[src/rtl/router_pkg.sv]
// Shared constants and types for the 1x3 router output buffers.
package router_pkg;
    localparam int WIDTH_DEF      = 8;
    localparam int FIFO_DEPTH_DEF = 16;
    localparam int HDR_LEN_MSB    = 7;
    localparam int HDR_LEN_LSB    = 2;

    // Stored FIFO entry: header flag in the MSB, data byte below it.
    typedef logic [WIDTH_DEF:0] fifo_word_t;
endpackage

[src/rtl/router_fifo_ptr.sv]
// Read/write pointer pair with wrap bit; qualifies requests against full/empty.
module router_fifo_ptr #(
    parameter int ADDR_W = 4
) (
    input  logic              clock,
    input  logic              resetn,
    input  logic              soft_reset,
    input  logic              write_enb,
    input  logic              read_enb,
    output logic              do_write,
    output logic              do_read,
    output logic [ADDR_W-1:0] wr_addr,
    output logic [ADDR_W-1:0] rd_addr,
    output logic              full,
    output logic              empty
);
    logic [ADDR_W:0] wr_ptr;
    logic [ADDR_W:0] rd_ptr;

    assign empty    = (wr_ptr == rd_ptr);
    assign full     = (wr_ptr[ADDR_W-1:0] == rd_ptr[ADDR_W-1:0]) &&
                      (wr_ptr[ADDR_W] != rd_ptr[ADDR_W]);
    // Qualification uses pre-edge flags, so a full FIFO drops a concurrent write.
    assign do_write = write_enb && !full;
    assign do_read  = read_enb && !empty;
    assign wr_addr  = wr_ptr[ADDR_W-1:0];
    assign rd_addr  = rd_ptr[ADDR_W-1:0];

    always_ff @(posedge clock) begin
        if (!resetn || soft_reset) begin
            wr_ptr <= '0;
            rd_ptr <= '0;
        end else begin
            if (do_write) wr_ptr <= wr_ptr + 1'b1;
            if (do_read)  rd_ptr <= rd_ptr + 1'b1;
        end
    end
endmodule

[src/rtl/router_fifo.sv]
// Per-destination output FIFO of the 1x3 router with packet-boundary tracking.
// Build option ROUTER_FIFO_HIZ_EN: idle data_out is high-impedance instead of 0.
module router_fifo
    import router_pkg::*;
#(
    parameter int WIDTH  = WIDTH_DEF,
    parameter int DEPTH  = FIFO_DEPTH_DEF,
    parameter int ADDR_W = 4
) (
    input  logic             clock,
    input  logic             resetn,
    input  logic             soft_reset,
    input  logic             write_enb,
    input  logic             read_enb,
    input  logic             lfd_state,
    input  logic [WIDTH-1:0] data_in,
    output logic             full,
    output logic             empty,
    output logic [WIDTH-1:0] data_out
);
`ifdef ROUTER_FIFO_HIZ_EN
    localparam logic [WIDTH-1:0] IDLE = {WIDTH{1'bz}};
`else
    localparam logic [WIDTH-1:0] IDLE = '0;
`endif

    logic [WIDTH:0]        mem [DEPTH];
    logic                  lfd_d;
    logic [6:0]            pkt_cnt;
    logic                  do_write;
    logic                  do_read;
    logic [ADDR_W-1:0]     wr_addr;
    logic [ADDR_W-1:0]     rd_addr;
    logic [WIDTH:0]        rd_word;
    logic [HDR_LEN_MSB-HDR_LEN_LSB:0] hdr_len;

    router_fifo_ptr #(.ADDR_W(ADDR_W)) u_ptr (
        .clock      (clock),
        .resetn     (resetn),
        .soft_reset (soft_reset),
        .write_enb  (write_enb),
        .read_enb   (read_enb),
        .do_write   (do_write),
        .do_read    (do_read),
        .wr_addr    (wr_addr),
        .rd_addr    (rd_addr),
        .full       (full),
        .empty      (empty)
    );

    assign rd_word = mem[rd_addr];
    assign hdr_len = rd_word[HDR_LEN_MSB:HDR_LEN_LSB];

    always_ff @(posedge clock) begin
        if (!resetn) begin
            for (int i = 0; i < DEPTH; i++) mem[i] <= '0;
            lfd_d    <= 1'b0;
            pkt_cnt  <= '0;
            data_out <= '0;
        end else if (soft_reset) begin
            for (int i = 0; i < DEPTH; i++) mem[i] <= '0;
            lfd_d    <= 1'b0;
            pkt_cnt  <= '0;
            data_out <= IDLE;
        end else begin
            // Header reaches data_in one cycle after lfd_state.
            lfd_d <= lfd_state;
            if (do_write) mem[wr_addr] <= {lfd_d, data_in};
            if (do_read) begin
                data_out <= rd_word[WIDTH-1:0];
                // Header: payload length plus the trailing parity byte.
                if (rd_word[WIDTH])
                    pkt_cnt <= 7'({1'b0, hdr_len}) + 7'd1;
                else if (pkt_cnt != 7'd0)
                    pkt_cnt <= pkt_cnt - 7'd1;
            end else if (pkt_cnt == 7'd0) begin
                data_out <= IDLE;
            end
        end
    end
endmodule

[config.mk]
export PLATFORM = sky130hd
export DESIGN_NAME = router_fifo
export DESIGN_NICKNAME = d
export VERILOG_FILES = /design/src/rtl/router_pkg.sv /design/src/rtl/router_fifo_ptr.sv /design/src/rtl/router_fifo.sv
export SDC_FILE = /design/constraint.sdc
export NUM_CORES = 1
export LEC_CHECK = 0
export CELL_PAD_IN_SITES_DETAIL_PLACEMENT = 0
export CELL_PAD_IN_SITES_GLOBAL_PLACEMENT = 1
export CORE_UTILIZATION = 31
export CTS_CLUSTER_DIAMETER = 40
export DETAILED_ROUTE_END_ITERATION = 8
export GPL_TIMING_DRIVEN = 0
export PLACE_DENSITY = 0.57
export SLEW_MARGIN = 20
export SYNTH_ARGS = -nofsm -noshare
export SYNTH_HDL_FRONTEND = slang
export SYNTH_HIERARCHICAL = 1
export SYNTH_SLANG_ARGS = --single-unit
[constraint.sdc]
create_clock -name clock -period 4.1 [get_ports clock]
set_input_delay 1.23 -clock clock [delete_from_list [all_inputs] [get_ports clock]]
set_output_delay 1.23 -clock clock [all_outputs]
set_load 0.1 [all_outputs]
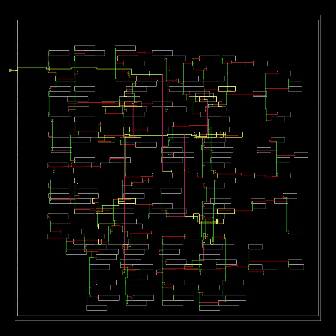
*The clock network*
# clk buffers: 20
number of sinks handled by clock tree synthesis: 170
final clock skew: 10.4 ps
count of flip-flops and latches: 170
Skew-Pair Late Insertion Delay: 430 ps

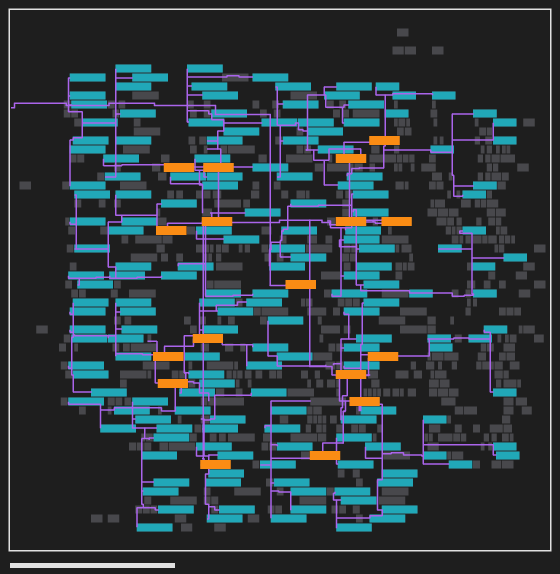
*Routed clock nets over the placement*
Scale bar: 50 microns.
- purple: clock wires (length 2260 microns)
- cyan: flip-flops (count 170)
- orange: clock drivers (count 17)
- routed clock nets: 18
- flops lie: widely spread
Clock Power Share: 42.1%
clock distribution power: 1.58 mW

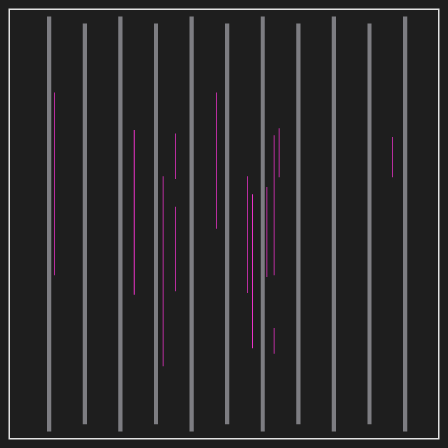
*Metal 4*
Supply wires on this layer in grey.
- wire length on this layer: 537 microns
- main direction: vertical
- share of all routed wire: 2.5%
- longest straight run: 72.1 microns
- nets with wire on the layer: 9

==> flow_results.org <==
#+TITLE: Flow metrics

** Status
- The run finished with clean final reports.

** Drt
- Routed WL :: 21200 microns
- TritonRoute reported its final design rule violation total as 0.
- Sum of routed wire segments on met1 :: 9000 microns

** Synthesis
- In this run, synthesis produced a sequential element count of 170.
- The mapped netlist covers 8060 sq um.
- In this run, synthesis inferred 144 flip-flops with an integrated enable.
- Of the synthesized area, sequential elements account for 60.1%.
- Yosys synthesis chip area :: 8060 sq um

** STA
- Final setup fails :: 0
- Worst-case headroom to the max-slew limit :: 35.2%
- Counting endpoints that fail hold in the final report gives 0.
- Final tally of max-slew violations :: 0
- Final critical delay including setup and external delays :: 3900 ps

** CTS
- H-tree Lvls :: 4
- In this run, post-CTS repair resized a total of 3 instances.
- After clock tree synthesis, the setup repair step added 0 buffers.

** Floorplan
- After floorplanning, the core was sized to cover 25300 sq um.
- Die area :: 26600 sq um
- Initial Util :: 31.8%
- For this design the top-level I/O count stands at 24.

** Worst setup path
- Critical Path Stages :: 7

** Placement
- Final GP Congestion :: 0.757

** Min path
- Hold analysis lists the worst path endpoint as pkt_cnt[6].

** Layout
- Net count, final :: 671
==> sequential cells by signal, indices dropped and copies added (netlist names) <==
name / count
mem: 144
data_out: 8
pkt_cnt: 7
u_ptr/rd_ptr: 5
u_ptr/wr_ptr: 5
lfd_d: 1
==> layout make-up <==
type | count | area, sq um
Timing Repair Buffer | 34 | 310
Buffer | 38 | 195
Tap cell | 330 | 413
Multi-Input combinational cell | 386 | 3040
Clock inverter | 12 | 123
Clock buffer | 20 | 437
Sequential cell | 170 | 4840
Fill cell | 2402 | 15900
Inverter | 6 | 22.5
==> routing by layer <==
| metal | vias to the layer above | GRT usage, % |
|---|---|---|
| li1 | 2330 | - |
| met1 | 2517 | 21.4 |
| met2 | 138 | 28.9 |
| met3 | 29 | 3.61 |
| met4 | 0 | 6.46 |
| met5 | - | 0 |
==> cell usage in the layout (no fill, tap or decap), drive strengths merged, types with 5 or more instances in the layout <==
cell type and count:
inv 8, nand2b 13, nand2 22, and2 148
mux4 38, edfxtp 144, dfxtp 26, and3 5
xor2 6, a22oi 10, nor2 30, a31oi 5
mux2i 5, clkinv 5, a21oi 18, nor3 9
buf 26, nand4 7, clkbuf 43, o21ai 24
clkdlybuf4s50 21
==> power groups by stage <==
stage	clock, mW	sequential [mW]	combinational, mW
3_5_place_dp	0	1.99	0.219
4_1_cts	1.60	1.95	0.219
2_1_floorplan	0	1.98	0.123
3_3_place_gp	0	1.98	0.207
5_1_grt	1.67	1.95	0.233
6_report	1.58	1.95	0.215
==> metrics by stage <==
| stage | hold slack [ps] | power (mW) | instance area, sq um |
|---|---|---|---|
| finish | 474 | 3.74 | 9380 |
| global route | 513 | 3.85 | 9380 |
| CTS | 476 | 3.77 | 9360 |
| floorplan | 441 | 2.11 | 8060 |
| detailed placement | 467 | 2.21 | 8800 |
| global placement | 453 | 2.19 | 8700 |
No activity file was given, so power comes from the tool's default toggle rates.
